run_1/clock_nets.png
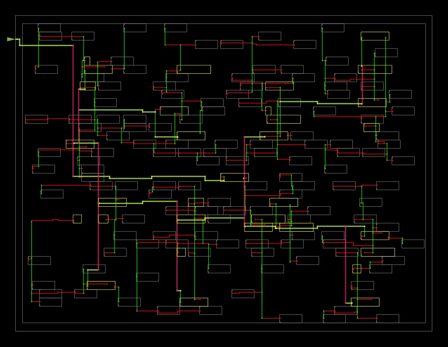
run_1/floorplan.png
Pins as bars on the die edge.
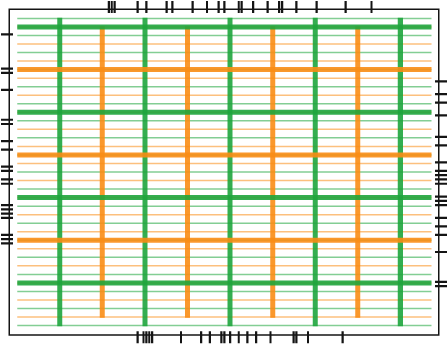
run_1/gates.png
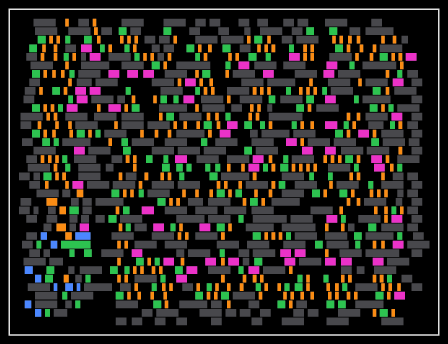
Design bit_serial_operand_serializer, sky130hd; sources not shown.
==> impl_metrics.json, run 1 <==
{
  "crit_type": "input port to primary output",
  "rows": 36,
  "setup_ws_ps": 2160,
  "synth_area_um2": 5790,
  "ctsResizeCount": 0,
  "grt_usage_pct": 24.8,
  "first_pass_iters": 4,
  "final_layout_top_logic_cells": "nand2_1 (256), dfxtp_1 (135), clkdlybuf4s50_1 (77)",
  "final_util_pct": 55.5,
  "outcome": "finished, final reports clean",
  "crit_path_end_kind": "primary output",
  "avgSynthCellArea_um2": 8.39,
  "ff_type": "dfxtp_1",
  "cts_tree": "done",
  "cpPeakStageDelay_ps": 610,
  "fp_nets": 759,
  "cts_max_level": 4,
  "post-place-ws_ps": 2150,
  "n_fill_cell": 1472,
  "power.density_nw_per_um2": 319,
  "hold_path_class": "register to register",
  "clockBufferDepth": 2,
  "dieArea_um2": 14100,
  "ant_nets": 0,
  "timing.final.max_slew_violations": 0,
  "vias": 5103,
  "clock.fmax_ghz": 0.242,
  "ys_types": 38,
  "ff2ff_setup_slack_ps": 2630,
  "area_growth_pct": 24.0,
  "edf_count": 0,
  "grt_setup_unrepaired": "no",
  "grt_remaining_overflow": 0,
  "cp_num_cells": 4,
  "post-cts-setup-buffer-count": 0,
  "slowest_stage": "buf_4",
  "path_clk_slew_ps": 50,
  "p_leak_nw": 2.68,
  "path_cells": "buf_2, buf_4, nor2b_1, clkdlybuf4s50_1",
  "common_cells": "nand2_1 (256), dfxtp_1 (135), a21oi_1 (59)",
  "avgViaCountPerCell": 5.55,
  "setup_viol": 0,
  "port_buffers": 78,
  "hpwl_um": 9430,
  "finalHoldViolations": 0
}
Notes on clock_nets.png above:
clock sink count: 135
Seq cells: 135
clkbuf count: 20

Notes on floorplan.png above:
net	colour
VDD	orange
VSS	green
signal pins	79
met5 straps	7
met1 rails	37
rows	36
peak supply drop: 0.203 mV
Die Span Y: 103 µm
core area: 12900 µm²
DIE WIDTH: 136 µm

Notes on gates.png above:
family	colour	cells	most used
non-inverting ao/oa cells	magenta	56	a221o_1
nand cells	orange	262	nand2_1
nor cells	blue	10	nor2b_1
aoi and oai cells	green	148	a21oi_1
most frequent logic cell in the layout: nand2_1
non-filler cells, final: 920

[run 1: kinds of logic (layout without fill, tap and decap cells)]
group | after synthesis | count (layout) | share of synthesized area [%]
AND-OR/OR-AND | 204 | 204 | 26.1
AND/OR/NAND/NOR | 290 | 290 | 20.6
multiplexers | 1 | 1 | 0.195
buffers and inverters | 58 | 117 | 5.99
adder cells (fa/ha/maj) | 2 | 2 | 0.432
flip-flops | 135 | 135 | 46.7
[run 1: through the flow]
step                      area, µm²  power, mW  hold slack (ps)
final                          7170       2.29              304
after global routing           7170       2.37              328
after CTS                      7170       2.31              306
after detailed placement       6480       1.15              297
after global placement         6480       1.14              291
after floorplan                5790       1.06              285
[run 1: power breakdown]
part | total (mW) | switching (mW) | internal [mW]
Clock | 1.16 | 0.385 | 0.772
Sequential | 0.939 | 0.0350 | 0.904
Combinational | 0.193 | 0.0962 | 0.0970
Total | 2.29 | 0.516 | 1.77
[run 1: worst min-delay path: stages, from the launching register on]
cell      delay [ps]
dfxtp_1          310
nand2_1           50
a21boi_1          50
[run 1: metal layers]
layer | wire length [µm] | vias up | track usage, %
met5 | 0 | - | 0
met4 | 306 | 0 | 10.6
li1 | - | 2467 | -
met1 | 7450 | 2494 | 29.2
met3 | 820 | 29 | 6.24
met2 | 7980 | 113 | 43.5
[run 1: layout make-up]
class | instances | area [µm²] | share of cell area, %
clock buffers | 20 | 467 | 6.51
clock inverters | 12 | 221 | 3.09
multi-input cells | 497 | 2740 | 38.2
flip-flops and latches | 135 | 2700 | 37.7
well taps | 171 | 214 | 2.98
repair buffers | 85 | 828 | 11.5
## Run 2: what changed since run 1
--- a/config.mk
+++ b/config.mk
@@ -9,7 +9,7 @@
 export CELL_PAD_IN_SITES_GLOBAL_PLACEMENT = 1
 export CORE_ASPECT_RATIO = 0.75
 export CORE_MARGIN = 2
-export CORE_UTILIZATION = 44
+export CORE_UTILIZATION = 37
 export CTS_CLUSTER_DIAMETER = 30
 export DETAILED_ROUTE_END_ITERATION = 7
 export PLACE_DENSITY_LB_ADDON = 0.1
==> constraint.sdc (replaced) <==
create_clock -name clk -period 3.64 [get_ports clk]
set_clock_uncertainty 0.15 [all_clocks]
set_input_delay 0.728 -clock clk [delete_from_list [all_inputs] [get_ports clk]]
set_output_delay 0.728 -clock clk [all_outputs]
set_load 0.01 [all_outputs]
run_2/gates.png
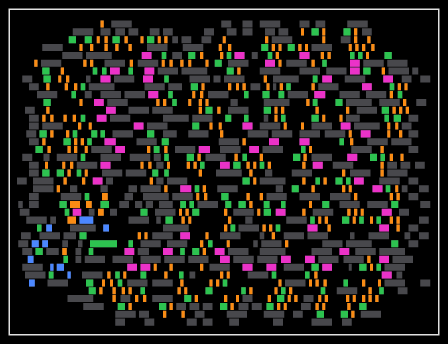
family	colour	cells	most used
nor cells	blue	10	nor2b_1
aoi and oai cells	green	148	a21oi_1
nand cells	orange	262	nand2_1
non-inverting ao/oa cells	magenta	56	a221o_1
non-filler cells, final: 961
Comb/total area: 38.3%

run_2/ff_map.png
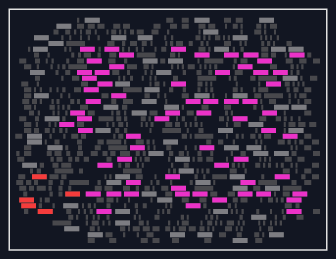
netlist name	colour	flops
g_lane.u_lane.sr	magenta	64
cnt	red	5
not coloured	66
seq pwr: 1.62 mW
fin util: 46.9%
register area: 2700 µm²

==> impl_metrics.json, run 2 <==
{
  "p_seq_share_pct": 45.8,
  "cell_internal_pwr_mw": 2.67,
  "common_cells": "nand2_1 (256), dfxtp_1 (135), a21oi_1 (59)",
  "comb_power_share_pct": 9.8,
  "logic_area_um2": 2740,
  "outcome": "finished, final reports clean",
  "clockBufferDepth": 2,
  "path_clk_slew_ps": 60,
  "fp.dieH_um": 112,
  "vias": 5105,
  "ff_type": "dfxtp_1",
  "rows": 39,
  "post-place-ws_ps": 720,
  "hold_path_class": "register to register",
  "avgViaCountPerCell": 5.31,
  "grt_usage_pct": 20.8,
  "switching_share_pct": 24.4,
  "dieArea_um2": 16700,
  "area_growth_pct": 23.7,
  "ctsResizeCount": 0,
  "cts_sinks": 135,
  "fin_total_pwr_mw": 3.53,
  "n_fill_cell": 1817,
  "p_leak_nw": 2.66,
  "edf_count": 0,
  "power_switching_mw": 0.861,
  "dieWidth_um": 148,
  "cts_max_level": 4,
  "timing.final.max_slew_violations": 0
}
run 2: metal layers:
metal / vias to the layer above / wire (µm) / track usage (%)
met3: 14 / 569 / 5.98
met2: 81 / 7610 / 32.9
met5: - / 0 / 0
li1: 2488 / - / -
met4: 0 / 199 / 5.52
met1: 2522 / 8150 / 28.1
run 2: per-stage QoR:
step           hold slack, ps  utilization [%]  cell area (µm²)
3_3_place_gp              291             43.3             6620
6_report                  305             46.9             7160
3_5_place_dp              299             43.3             6620
2_1_floorplan             285                -             5790
4_1_cts                   307             46.9             7160
5_1_grt                   330             46.9             7160
run 2: area by class of cell:
cell class / instances / share of cell area [%]
Tap cell: 205 / 3.58
Multi-Input combinational cell: 497 / 38.3
Clock buffer: 23 / 6.82
Clock inverter: 9 / 0.699
Timing Repair Buffer: 92 / 12.8
Sequential cell: 135 / 37.8
run 2: worst max-delay path: stages, from the launching register on:
cell and delay (ps):
dfxtp_1 370, ha_1 210, and3_1 160, ha_1 280, and2_1 200, clkdlybuf4s50_1 540
run 2: cells by family (layout without fill, tap and decap cells):
group | Yosys count | count (layout) | synth area share, %
compound gates | 204 | 204 | 26.1
fa+ha+maj | 2 | 2 | 0.432
buf+inv | 58 | 124 | 5.99
flops | 135 | 135 | 46.7
mux | 1 | 1 | 0.195
simple gates | 290 | 290 | 20.6
run 2: power by group through the flow:
stage                     Clock (mW)  Sequential [mW]  Combinational, mW
final                           1.57             1.62              0.346
after CTS                       1.61             1.62              0.351
after floorplan                    0             1.63              0.214
after detailed placement           0             1.65              0.348
after global placement             0             1.64              0.337
after global routing            1.69             1.63              0.384
Power figures rest on the tool's default switching activity, not on a simulated workload.
